## src/rtl/sbox_sched_if.sv

```systemverilog
// Bus bundle for sbox_sched: upstream input, shared S-box lookup port,
// downstream output and state visibility.
//
// Handshakes: a transfer happens on a rising clk edge where valid and ready
// are both high. Once valid is raised, the source holds its data stable until
// that edge. Ready may depend on state only, never on valid.
interface sbox_sched_if;
  logic [1:48] data_in;
  logic        in_valid;
  logic        in_ready;
  logic        sbox_req;
  logic [2:0]  sbox_sel;
  logic [1:6]  sbox_in;
  logic [1:4]  sbox_out;
  logic [1:32] data_out;
  logic        out_valid;
  logic        out_ready;
  logic        busy;
  logic [1:0]  state_dbg;

  modport slave (
    input  data_in, in_valid, sbox_out, out_ready,
    output in_ready, sbox_req, sbox_sel, sbox_in, data_out, out_valid, busy, state_dbg
  );

  modport master (
    output data_in, in_valid, sbox_out, out_ready,
    input  in_ready, sbox_req, sbox_sel, sbox_in, data_out, out_valid, busy, state_dbg
  );
endinterface

```

## src/rtl/sbox_sched.sv

```systemverilog
// Sequencer that runs the eight DES S-box lookups of one round through a
// single shared lookup port, one 6-bit group per cycle, and assembles the
// 32-bit substituted word behind a valid/ready output.
module sbox_sched #(
  parameter int LUT_LAT = 1  // 0: combinational lookup, 1: registered lookup
) (
  input  logic         clk,
  input  logic         rst_n,
  sbox_sched_if.slave  bus
);

  localparam logic [1:0] S_IDLE = 2'd0;
  localparam logic [1:0] S_RUN  = 2'd1;
  localparam logic [1:0] S_DONE = 2'd2;

  logic [1:0]  state_q, state_d;
  logic [1:48] din_q, din_d;
  logic [3:0]  iss_cnt_q, iss_cnt_d;
  logic [3:0]  cap_cnt_q, cap_cnt_d;
  logic [1:32] dout_q, dout_d;
  logic        req_q, req_d;
  logic        req_dly_q, req_dly_d;
  logic [2:0]  sel_q, sel_d;
  logic [1:6]  sin_q, sin_d;

  logic [2:0]  nxt_idx;
  logic [5:0]  grp_base;
  logic [5:0]  nib_base;
  logic        cap_fire;

  // The lookup outputs are registered, so each cycle prepares the issue for
  // the following cycle: the issue counter always equals the S-box on the bus.
  assign nxt_idx  = iss_cnt_q[2:0] + 3'd1;
  assign grp_base = {3'b000, nxt_idx} * 6'd6 + 6'd1;
  assign nib_base = {3'b000, cap_cnt_q[2:0]} * 6'd4 + 6'd1;
  // A response is present in the issue cycle (LUT_LAT 0) or one cycle later.
  assign cap_fire = (state_q == S_RUN) && ((LUT_LAT == 0) ? req_q : req_dly_q);

  // Next-state, issue and capture logic.
  always_comb begin
    state_d   = state_q;
    din_d     = din_q;
    iss_cnt_d = iss_cnt_q;
    cap_cnt_d = cap_cnt_q;
    dout_d    = dout_q;
    req_d     = 1'b0;
    sel_d     = 3'd0;
    sin_d     = 6'd0;
    req_dly_d = req_q;
    case (state_q)
      S_IDLE: begin
        if (bus.in_valid) begin
          din_d     = bus.data_in;
          iss_cnt_d = 4'd0;
          cap_cnt_d = 4'd0;
          req_d     = 1'b1;
          sel_d     = 3'd0;
          sin_d     = bus.data_in[1:6];
          state_d   = S_RUN;
        end
      end
      S_RUN: begin
        if (iss_cnt_q < 4'd7) begin
          req_d = 1'b1;
          sel_d = nxt_idx;
          sin_d = din_q[grp_base +: 6];
        end
        if (iss_cnt_q < 4'd8) begin
          iss_cnt_d = iss_cnt_q + 4'd1;
        end
        if (cap_fire) begin
          dout_d[nib_base +: 4] = bus.sbox_out;
          cap_cnt_d = cap_cnt_q + 4'd1;
          if (cap_cnt_q == 4'd7) begin
            state_d = S_DONE;
          end
        end
      end
      S_DONE: begin
        if (bus.out_ready) begin
          state_d = S_IDLE;
        end
      end
      default: begin
        state_d = S_IDLE;
      end
    endcase
  end

  // State and datapath registers; reset aborts any job in flight.
  always_ff @(posedge clk) begin
    if (!rst_n) begin
      state_q   <= S_IDLE;
      din_q     <= '0;
      iss_cnt_q <= 4'd0;
      cap_cnt_q <= 4'd0;
      dout_q    <= '0;
      req_q     <= 1'b0;
      req_dly_q <= 1'b0;
      sel_q     <= 3'd0;
      sin_q     <= '0;
    end else begin
      state_q   <= state_d;
      din_q     <= din_d;
      iss_cnt_q <= iss_cnt_d;
      cap_cnt_q <= cap_cnt_d;
      dout_q    <= dout_d;
      req_q     <= req_d;
      req_dly_q <= req_dly_d;
      sel_q     <= sel_d;
      sin_q     <= sin_d;
    end
  end

  assign bus.in_ready  = (state_q == S_IDLE);
  assign bus.out_valid = (state_q == S_DONE);
  assign bus.busy      = (state_q == S_RUN) || (state_q == S_DONE);
  assign bus.state_dbg = state_q;
  assign bus.sbox_req  = req_q;
  assign bus.sbox_sel  = sel_q;
  assign bus.sbox_in   = sin_q;
  assign bus.data_out  = dout_q;

endmodule

```

## src/flat_wrapper.sv

```systemverilog
// flat-port wrapper written by rule: the top's interface ports become plain ports
module sbox_sched_flat 
#(
  parameter int LUT_LAT = 1                                                  
)
  (clk, rst_n, bus_data_in, bus_in_valid, bus_sbox_out, bus_out_ready, bus_in_ready, bus_sbox_req, bus_sbox_sel, bus_sbox_in, bus_data_out, bus_out_valid, bus_busy, bus_state_dbg);
  sbox_sched_if bus_i ();
  input  logic clk;
  input  logic rst_n;
  input wire logic [$bits(bus_i.data_in)-1:0] bus_data_in;
  input wire logic [$bits(bus_i.in_valid)-1:0] bus_in_valid;
  input wire logic [$bits(bus_i.sbox_out)-1:0] bus_sbox_out;
  input wire logic [$bits(bus_i.out_ready)-1:0] bus_out_ready;
  output wire logic [$bits(bus_i.in_ready)-1:0] bus_in_ready;
  output wire logic [$bits(bus_i.sbox_req)-1:0] bus_sbox_req;
  output wire logic [$bits(bus_i.sbox_sel)-1:0] bus_sbox_sel;
  output wire logic [$bits(bus_i.sbox_in)-1:0] bus_sbox_in;
  output wire logic [$bits(bus_i.data_out)-1:0] bus_data_out;
  output wire logic [$bits(bus_i.out_valid)-1:0] bus_out_valid;
  output wire logic [$bits(bus_i.busy)-1:0] bus_busy;
  output wire logic [$bits(bus_i.state_dbg)-1:0] bus_state_dbg;
  assign bus_i.data_in = bus_data_in;
  assign bus_i.in_valid = bus_in_valid;
  assign bus_i.sbox_out = bus_sbox_out;
  assign bus_i.out_ready = bus_out_ready;
  assign bus_in_ready = bus_i.in_ready;
  assign bus_sbox_req = bus_i.sbox_req;
  assign bus_sbox_sel = bus_i.sbox_sel;
  assign bus_sbox_in = bus_i.sbox_in;
  assign bus_data_out = bus_i.data_out;
  assign bus_out_valid = bus_i.out_valid;
  assign bus_busy = bus_i.busy;
  assign bus_state_dbg = bus_i.state_dbg;
  sbox_sched #(.LUT_LAT(LUT_LAT)) u_core (.clk(clk), .rst_n(rst_n), .bus(bus_i));
endmodule
```

## config.mk

```make
export PLATFORM = sky130hd
export DESIGN_NAME = sbox_sched_flat
export DESIGN_NICKNAME = d
export VERILOG_FILES = /design/src/rtl/sbox_sched_if.sv /design/src/rtl/sbox_sched.sv /design/src/flat_wrapper.sv
export SDC_FILE = /design/constraint.sdc
export NUM_CORES = 1
export LEC_CHECK = 0
export CAP_MARGIN = 30
export CORE_AREA = 2 2 110 112
export DETAILED_ROUTE_END_ITERATION = 8
export DIE_AREA = 0 0 112 114
export HOLD_SLACK_MARGIN = 0.12
export PLACE_DENSITY_LB_ADDON = 0.2
export RECOVER_POWER = 25
export SETUP_SLACK_MARGIN = 0.2
export SLEW_MARGIN = 20
export SYNTH_ARGS = -nofsm -noshare
export SYNTH_HDL_FRONTEND = slang
export SYNTH_SLANG_ARGS = --single-unit
```

## constraint.sdc

```tcl
create_clock -name clk -period 4.38 [get_ports clk]
set_input_delay 1.095 -clock clk [delete_from_list [all_inputs] [get_ports clk]]
set_output_delay 1.095 -clock clk [all_outputs]
set_load 0.02 [all_outputs]
```

==> run_1/met2.png <==
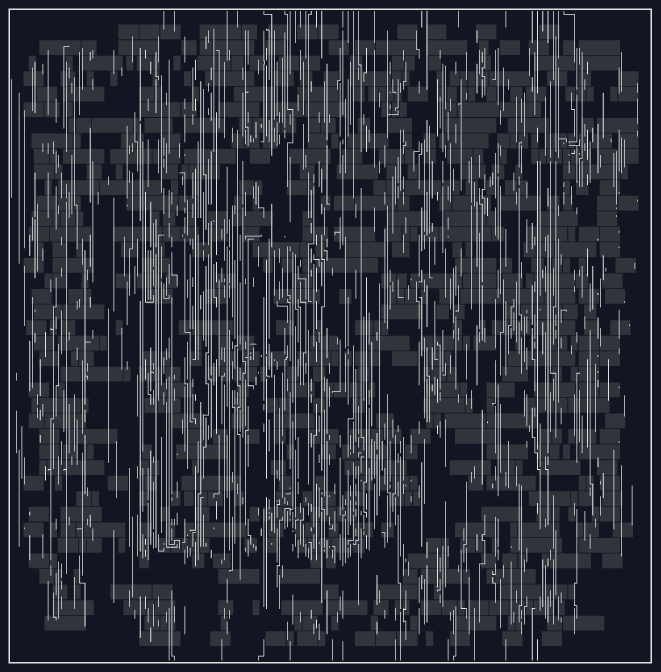
642 nets have wire on it. The layer carries 7280 µm of wire. The wires run mostly vertical. The longest straight run is 64.9 µm.
DR vias: 4976
met2 GRT Util: 40.5%

==> run_1/final_placement.png <==
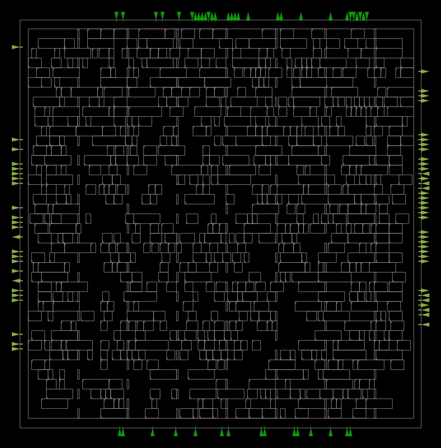
Fill cells: 1163
final cell count without fillers: 886
area of the core: 0.0117 mm²
# rows: 40
Util after Layout: 55.5%

==> run_1/cell_classes.png <==
Scale bar: 20 µm.
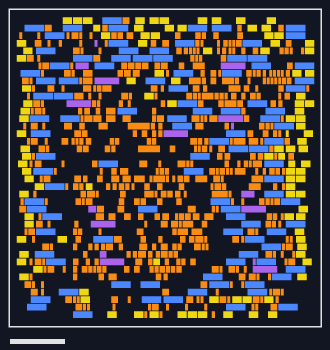
clock drivers and dummy loads: drawn in purple, cells 16, share of their area 4.4%. all other logic: drawn in orange, cells 515, share of their area 47%. other buffers and delay cells: drawn in yellow, cells 107, share of their area 17%. flops: drawn in blue, cells 101, share of their area 32%.
sequential share of cell area: 31.1%
fin area: 0.00650 mm²

==> results.sh, run 1 <==
# yosys + openroad results
export IMPL_outcome="finished clean"
export IMPL_yosys_warnings=0
export IMPL_r2r_cells=7
export IMPL_wirelength_um=15900
export IMPL_grt_pass1_vias=4670
export IMPL_dpl_cell_area_mm2=0.00622
export IMPL_firstDrtPassIters=5
export IMPL_ys_flops=101
export IMPL_syn_area_per_cell_um2=7.86
export IMPL_synth_stat_cells=658
export IMPL_critPathLaunchType="primary input"
export IMPL_post_cts_buffers=0
export IMPL_yosysUniqueCellTypes=46
export IMPL_leakagePower_uw=0.00235
export IMPL_fmax_mhz=322
export IMPL_root_buffer="clkbuf_16"
export IMPL_ctsHoldBuffers=0
export IMPL_flop_cell="dfxtp_1"
export IMPL_post_dp_hpwl_um=11500
export IMPL_cts_buffers=9
export IMPL_vias_per_cell=5.62
export IMPL_cts_resized_gates=0
export IMPL_n_antenna_cell=0
export IMPL_slew_headroom_pct=7.41
export IMPL_synth_cells=658
export IMPL_pre_cts_ws_ns=1.41
export IMPL_drv_slew=0
export IMPL_final_hold_viol_count=0
export IMPL_worstPathRequired_ns=4.65
export IMPL_synth_area_mm2=0.00517
export IMPL_cp_max_fo=39
export IMPL_grt_pass1_wl_um=25500
export IMPL_area_delta_synth_final_pct=25.6
export IMPL_fin_nets=801
export IMPL_grt_start_max_net_pins=55
export IMPL_placed_cells=870
export IMPL_grt_ovfl_total=0
export IMPL_peakVddDrop_v=0.000279
export IMPL_finalCritPeriodShare_pct=70.9
export IMPL_cts_tree="yes"
export IMPL_wl_per_cell_um=17.9
export IMPL_fin_crit_ns=3.11
export IMPL_synthArstFlopShare_pct=0
export IMPL_path_clk_slew_ns=0.07
export IMPL_rsz0062_at_grt="no"
export IMPL_holdPathStages=2
-- run 1: Yosys cell counts (2+ instances only) --
cell,n,share of area (%)
a21boi_0,50,7.3
a21o_1,4,0.58
a21oi_1,34,3.3
a22o_1,6,1.0
a22oi_1,20,2.9
a31o_2,2,0.34
a31oi_1,2,0.24
and2_1,25,3.0
buf_2,12,1.2
buf_4,3,0.44
clkbuf_1,25,1.8
dfxtp_1,101,39
ha_1,11,2.7
inv_1,12,0.87
mux2_2,2,0.44
mux2i_1,10,1.9
mux4_2,2,0.87
nand2_1,146,11
nand2b_1,15,1.8
nand3_1,14,1.4
nand4_1,3,0.36
nor2_1,27,2.0
nor2b_1,30,3.6
nor3_1,2,0.19
o21ai_0,51,4.9
o221a_2,3,0.65
o221ai_1,3,0.51
o22ai_1,20,2.4
o31ai_1,2,0.29
o32ai_1,3,0.51
or3_1,2,0.24
xnor2_1,2,0.34
-- run 1: state kept, by name, indices dropped and copies added (netlist names) --
signal                cells
u_core.bus.sbox_req       1
u_core.bus.sbox_sel       3
u_core.din_q             48
u_core.req_dly_q          1
u_core.cap_cnt_q          4
u_core.iss_cnt_q          4
u_core.bus.sbox_in        6
u_core.bus.state_dbg      2
u_core.bus.data_out      32
-- run 1: worst max-delay path, stage by stage --
cell	delay [ns]
clkbuf_1	0.98
nor2b_1	0.45
nand2_1	0.30
a31o_2	0.31
o31ai_1	0.23
-- run 1: cell families (layout without fill, tap and decap cells) --
group / after synthesis / in the layout / synth area share, %
AND/OR/NAND/NOR: 269 / 269 / 23.9
buffers and inverters: 54 / 135 / 4.57
multiplexers: 14 / 14 / 3.24
flip-flops: 101 / 101 / 39.1
adder cells (fa/ha/maj): 11 / 11 / 2.66
AND-OR/OR-AND: 205 / 205 / 25.8
XOR/XNOR: 4 / 4 / 0.822
-- run 1: cells in the final DEF (no fill, tap or decap), types with 14 or more instances in the layout --
cell / n
a21boi_0: 50
a21oi_1: 34
a22oi_1: 20
and2_1: 23
clkdlybuf4s50_1: 101
dfxtp_1: 101
nand2_1: 146
nand2b_1: 15
nand3_1: 14
nor2_1: 27
nor2b_1: 30
o21ai_0: 51
o22ai_1: 20
-- run 1: final timing paths --
path / from / to / slack [ns]
max: rst_n / u_core.bus.sbox_in[3] / 1.27
min: u_core.din_q[1] / u_core.din_q[1] / 0.48
max reg2reg: u_core.iss_cnt_q[0] / u_core.bus.sbox_in[4] / 1.29
min reg2reg: u_core.din_q[1] / u_core.din_q[1] / 0.48
-- run 1: metal layers --
layer	vias to the layer above	GRT usage, %	routed length [µm]
met5	-	0	0
met4	0	7.97	248
met3	21	4.41	1050
met2	202	40.5	7280
met1	2322	35.2	7290
li1	2431	-	-
-- run 1: area by class of cell --
type | count | area, µm²
Fill cell | 1163 | 5210
Multi-Input combinational cell | 503 | 2920
Sequential cell | 101 | 2020
Timing Repair Buffer | 107 | 1050
Clock buffer | 14 | 264
Tap cell | 147 | 184
Inverter | 12 | 45.0
Clock inverter | 2 | 16.3
-- run 1: power breakdown --
part           switching [µW]  internal, µW  leakage, µW
combinational             328           240      0.00139
clock                     351           420     0.000134
sequential               69.5           970     0.000823
==> run 2, diff against run 1 <==
==> constraint.sdc (replaced) <==
create_clock -name clk -period 2.8 [get_ports clk]
set_input_delay 0.7 -clock clk [delete_from_list [all_inputs] [get_ports clk]]
set_output_delay 0.7 -clock clk [all_outputs]
set_load 0.02 [all_outputs]
==> run_2/met2.png <==
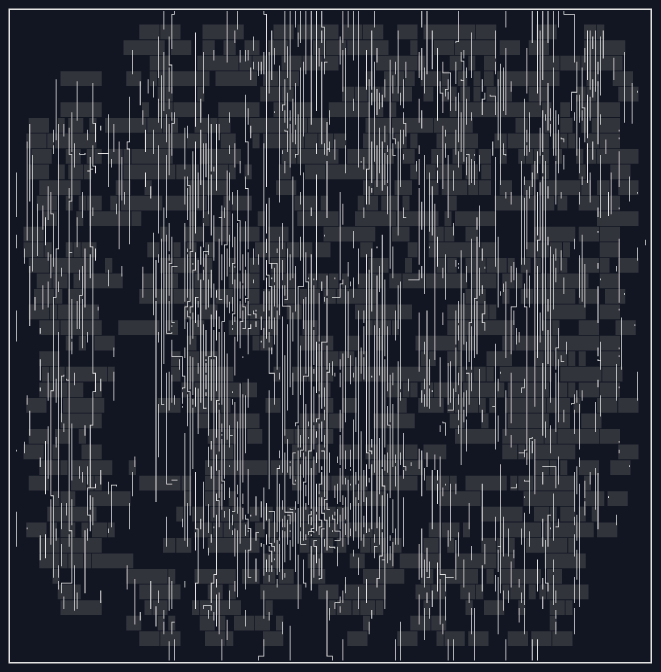
The wires run mostly vertical. 647 nets have wire on it.
Post-Route WL: 15800 µm
DR vias: 5081

==> results.sh, run 2 <==
# yosys + openroad results
export IMPL_post_dp_hpwl_um=11600
export IMPL_flop_cell="dfxtp_1"
export IMPL_top_cell="nand2_1"
export IMPL_synth_area_mm2=0.00517
export IMPL_ys_flops=101
export IMPL_worstPathRequired_ns=2.10
export IMPL_root_buffer="clkbuf_16"
export IMPL_wl_per_cell_um=17.6
export IMPL_cts_buffers=9
export IMPL_drv_slew=0
export IMPL_largest_register="u_core.din_q"
export IMPL_yosys_warnings=0
export IMPL_whs_endpoint="u_core.req_dly_q"
export IMPL_firstDrtPassIters=6
export IMPL_synth_stat_cells=658
export IMPL_vias_per_cell=5.68
export IMPL_placementRows=40
export IMPL_grt_ovfl_total=0
export IMPL_lay_top_cells="nand2_1 (146), clkdlybuf4s50_1 (101), dfxtp_1 (101)"
export IMPL_syn_area_per_cell_um2=7.86
export IMPL_cp_max_fo=5
export IMPL_core_mm2=0.0117
export IMPL_area_delta_synth_final_pct=27.0
export IMPL_rsz0062_at_grt="no"
export IMPL_rr_endpoint="u_core.bus.sbox_in[4]"
export IMPL_pre_cts_ws_ns=0.507
export IMPL_placed_cells=880
export IMPL_peakVddDrop_v=0.000361
export IMPL_top_area_cell="dfxtp_1"
export IMPL_synth_cells=658
export IMPL_worstHoldStart="u_core.bus.sbox_req"
export IMPL_r2r_cells=9
export IMPL_stdcell_area_mm2=0.00657
export IMPL_path_clk_slew_ns=0.07
export IMPL_outcome="finished clean"
export IMPL_grt_start_max_net_pins=73
export IMPL_yosysUniqueCellTypes=46
export IMPL_synthArstFlopShare_pct=0
export IMPL_ctsHoldBuffers=0
==> run_2/gate_families.png <==
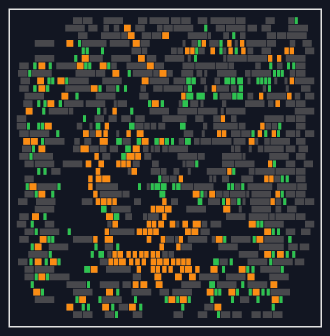
inverting AOI/OAI gates: drawn in orange, cells 187, where widely spread. NAND gates: drawn in green, cells 180, where widely spread.
most numerous logic cell after layout: nand2_1
combinational share of cell area: 44.4%
final cell count without fillers: 895

==> run 2: netlist changes by cell type in the layout (fill, tap and decap cells not counted) <==
cell / before / now
and2_0: 2 / 1
clkinv_2: 0 / 3
buf_4: 5 / 13
clkinvlp_4: 1 / 0
and2_1: 23 / 24
clkbuf_1: 4 / 1
buf_12: 0 / 1
buf_2: 0 / 1
clkbuf_2: 0 / 1
clkbuf_8: 2 / 1
==> run 2: cell type report <==
cell class / instances / area [µm²]
fillers: 1145 / 5140
multi-input cells: 503 / 2920
flip-flops and latches: 101 / 2020
repair buffers: 117 / 1140
clock buffers: 11 / 243
well taps: 147 / 184
inverters: 12 / 45.0
clock inverters: 4 / 23.8
==> run 2: metrics by stage <==
step | hold WS [ns] | utilization, % | total power [µW]
after global routing | 0.517 | 56.1 | 3890
after CTS | 0.496 | 56.1 | 3740
final | 0.495 | 56.1 | 3730
after floorplan | 0.440 | - | 2230
after global placement | 0.484 | 53.9 | 2570
after detailed placement | 0.487 | 53.9 | 2570
==> run 2: power breakdown <==
group | switching [µW] | internal [µW] | total [µW]
logic | 538 | 404 | 942
clock network | 552 | 621 | 1170
registers | 95.8 | 1520 | 1610
total | 1190 | 2540 | 3730
==> run 2: how the worst max path moves through the flow <==
stage | start | to | depth (start not counted) | slack [ns]
global route | rst_n | u_core.iss_cnt_q[0] | 4 | 0.19
global placement | rst_n | u_core.bus.sbox_in[4] | 5 | 0.54
finish | u_core.bus.state_dbg[1] | bus_busy | 3 | 0.30
detailed placement | u_core.iss_cnt_q[0] | u_core.bus.sbox_in[4] | 9 | 0.51
CTS | u_core.bus.state_dbg[1] | bus_busy | 3 | 0.30
floorplan | u_core.iss_cnt_q[0] | u_core.bus.sbox_in[4] | 10 | 0.57
==> run 2: logic make-up after synthesis <==
group / after synthesis / synth area share, %
simple gates: 269 / 23.9
compound gates: 205 / 25.8
xor+xnor: 4 / 0.822
fa+ha+maj: 11 / 2.66
flops: 101 / 39.1
mux: 14 / 3.24
buf+inv: 54 / 4.57
==> run 2: worst max-delay path, stage by stage, from the launching register on <==
cell and delay [ns]:
dfxtp_1 0.43, inv_1 0.11, ha_1 0.30, clkdlybuf4s50_1 0.61
==> run 2: metal layers <==
metal	global-route usage (%)	up-vias	wire length (µm)
met5	0	-	0
met4	12.0	0	573
met3	5.31	58	1300
met2	38.7	243	6930
met1	33.0	2326	6960
li1	-	2454	-
==> run 3, diff against run 2 <==
==> constraint.sdc (replaced) <==
create_clock -name clk -period 2.5 [get_ports clk]
set_input_delay 0.625 -clock clk [delete_from_list [all_inputs] [get_ports clk]]
set_output_delay 0.625 -clock clk [all_outputs]
set_load 0.02 [all_outputs]
==> run_3/cell_classes.png <==
Scale bar: 20 µm.
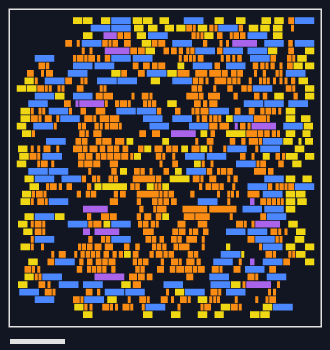
clock drivers and dummy loads: drawn in purple, cells 16, share of their area 4.5%. flops: drawn in blue, cells 101, share of their area 31%. all other logic: drawn in orange, cells 515, share of their area 46%. other buffers and delay cells: drawn in yellow, cells 126, share of their area 19%.
fin area: 0.00672 mm²
sequential share of cell area: 30.1%

==> results.sh, run 3 <==
# yosys + openroad results
export IMPL_final_hold_viol_count=0
export IMPL_cpLargestDelayFamily="AND-OR/OR-AND gates"
export IMPL_dpl_cell_area_mm2=0.00639
export IMPL_fin_nets=820
export IMPL_gp_congestion=0.910
export IMPL_root_buffer="clkbuf_16"
export IMPL_placementRows=40
export IMPL_leakagePower_uw=0.00249
export IMPL_area_delta_synth_final_pct=29.8
export IMPL_met3_usage_pct=5.05
export IMPL_finalCritPeriodShare_pct=87.3
export IMPL_grt_ovfl_total=0
export IMPL_rsz0062_at_grt="no"
export IMPL_mostFrequentLayoutCell="nand2_1"
export IMPL_flop_cell="dfxtp_1"
export IMPL_die_height_um=114
export IMPL_post_cts_buffers=0
export IMPL_worstPathRequired_ns=2.75
export IMPL_grt_pass1_vias=4726
export IMPL_critPathArrivalTime_ns=2.44
export IMPL_ys_seq_share_pct=39.1
export IMPL_grt_start_max_net_pins=92
export IMPL_lay_top_cells="nand2_1 (146), dfxtp_1 (101), clkdlybuf4s50_1 (98)"
export IMPL_use_met2_pct=38.7
export IMPL_ys_flops=101
export IMPL_path_buffers=1
export IMPL_htree_num_levels=3
export IMPL_grt_busiest_layer="met2"
export IMPL_top_cell="nand2_1"
export IMPL_crit_end="u_core.bus.sbox_in[6]"
export IMPL_n_antenna_cell=0
export IMPL_largest_register="u_core.din_q"
export IMPL_holdWs_ns=0.488
export IMPL_synth_area_mm2=0.00517
export IMPL_outcome="finished clean"
export IMPL_end_kind="flop"
export IMPL_yosys_warnings=0
export IMPL_ctsHoldBuffers=0
export IMPL_vias_per_cell=5.58
export IMPL_largest_reg_flops=48
export IMPL_crit_path_frequent_cell="a21oi_1"
export IMPL_cp_depth=6
export IMPL_rr_endpoint="u_core.bus.sbox_in[6]"
export IMPL_drv_slew=0
export IMPL_top_area_cell="dfxtp_1"
export IMPL_slew_headroom_pct=43.6
export IMPL_top_area_share_pct=39.1
export IMPL_cts_buffers=9
export IMPL_worstPathCellList="buf_4, nand2b_1, a21oi_1, o21ai_0, a21oi_1, o32ai_1"
export IMPL_timing_critical_path_from="u_core.iss_cnt_q[2]"
export IMPL_critPathLaunchType="flop"
export IMPL_slowest_delay_ns=0.62
export IMPL_top_cells_by_count="nand2_1 (146), dfxtp_1 (101), o21ai_0 (51)"
export IMPL_path_clk_slew_ns=0.07
export IMPL_firstDrtPassIters=5
export IMPL_synth_cells=658
export IMPL_wl_per_cell_um=17.3
export IMPL_tns_ns=0
export IMPL_layout_drive_gt1_share_pct=6.60
export IMPL_worstReg2RegStart="u_core.iss_cnt_q[2]"
export IMPL_total_power_uw=4330
export IMPL_core_mm2=0.0117
export IMPL_synthArstFlopShare_pct=0
export IMPL_peakVddDrop_v=0.000526
export IMPL_cp_max_fo=11
export IMPL_fin_crit_ns=2.18
export IMPL_topCellsByArea="dfxtp_1 (39%), nand2_1 (11%), a21boi_0 (7.3%), o21ai_0 (4.9%), nor2b_1 (3.6%)"
export IMPL_fmax_mhz=458
export IMPL_wirelength_um=15600
export IMPL_yosysUniqueCellTypes=46
export IMPL_syn_area_per_cell_um2=7.86
export IMPL_synth_stat_cells=658
export IMPL_r2r_cells=6
export IMPL_grt_util_met1_pct=33.2
export IMPL_num_vias=5047
export IMPL_placed_cells=888
export IMPL_post_dp_hpwl_um=11400
export IMPL_cp_slowest_cell="dfxtp_1"
export IMPL_grt_pass1_wl_um=24900
export IMPL_power_density_mw_per_mm2=645
export IMPL_cts_tree="yes"
export IMPL_setup_reg_to_reg_worst_slack_ns=0.32
==> run_3/gate_families.png <==
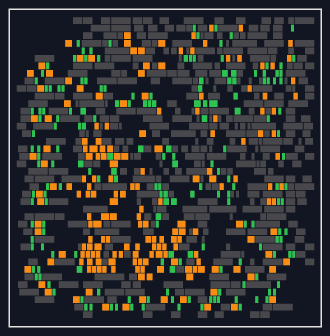
combinational share of cell area: 43.8%
final cell count without fillers: 905

-- run 3: how the worst min path moves through the flow --
stage / startpoint / to / slack, ns / cells past startpoint
3_5_place_dp: u_core.bus.sbox_req / u_core.req_dly_q / 0.48 / 1
6_report: u_core.din_q[1] / u_core.din_q[1] / 0.49 / 2
5_1_grt: u_core.din_q[1] / u_core.din_q[1] / 0.50 / 2
3_3_place_gp: u_core.bus.sbox_req / u_core.req_dly_q / 0.47 / 1
2_1_floorplan: u_core.din_q[1] / u_core.din_q[1] / 0.44 / 2
4_1_cts: u_core.din_q[1] / u_core.din_q[1] / 0.49 / 2
-- run 3: area by class of cell --
class / count / area (µm²)
Clock buffer: 12 / 246
Clock inverter: 4 / 47.5
Fill cell: 1080 / 4990
Inverter: 12 / 45.0
Multi-Input combinational cell: 503 / 2940
Sequential cell: 101 / 2020
Tap cell: 147 / 184
Timing Repair Buffer: 126 / 1230
-- run 3: timing repair --
action,4_1_cts,5_1_grt
pin swaps,0,0
gates resized,2,6
endpoints found under the setup margin,2,4
endpoints found under the hold margin,0,0
cloned,0,1
-- run 3: through the flow --
step / util [%] / worst slack (ns)
2_1_floorplan: - / 0.271
3_3_place_gp: 54.6 / 0.368
3_5_place_dp: 54.6 / 0.338
4_1_cts: 57.1 / 0.261
5_1_grt: 57.4 / 0.136
6_report: 57.4 / 0.319
-- run 3: cells by family after synthesis --
family	after synthesis	synth area share [%]
AND/OR/NAND/NOR	269	23.9
multiplexers	14	3.24
buffers and inverters	54	4.57
AND-OR/OR-AND	205	25.8
flip-flops	101	39.1
XOR/XNOR	4	0.822
adder cells (fa/ha/maj)	11	2.66
-- run 3: power breakdown --
group	switching (µW)	internal, µW	total [µW]
Sequential	105	1700	1800
Combinational	619	498	1120
Clock	609	801	1410
Total	1330	3000	4330
-- run 3: tightest hold or removal path, delay by kind of cell (launching register included) --
| family | cells | cell delay [ns] |
|---|---|---|
| and+or+nand+nor | 1 | 0.05 |
| AOI/OAI and AO/OA | 1 | 0.06 |
| DFF | 1 | 0.32 |
-- run 3: layer usage --
layer / wire (µm) / part of all wire (%)
met1: 7210 / 46
met2: 6970 / 45
met3: 1070 / 6.9
met4: 369 / 2.4
met5: 0 / 0
No activity file was given, so power comes from the tool's default toggle rates.
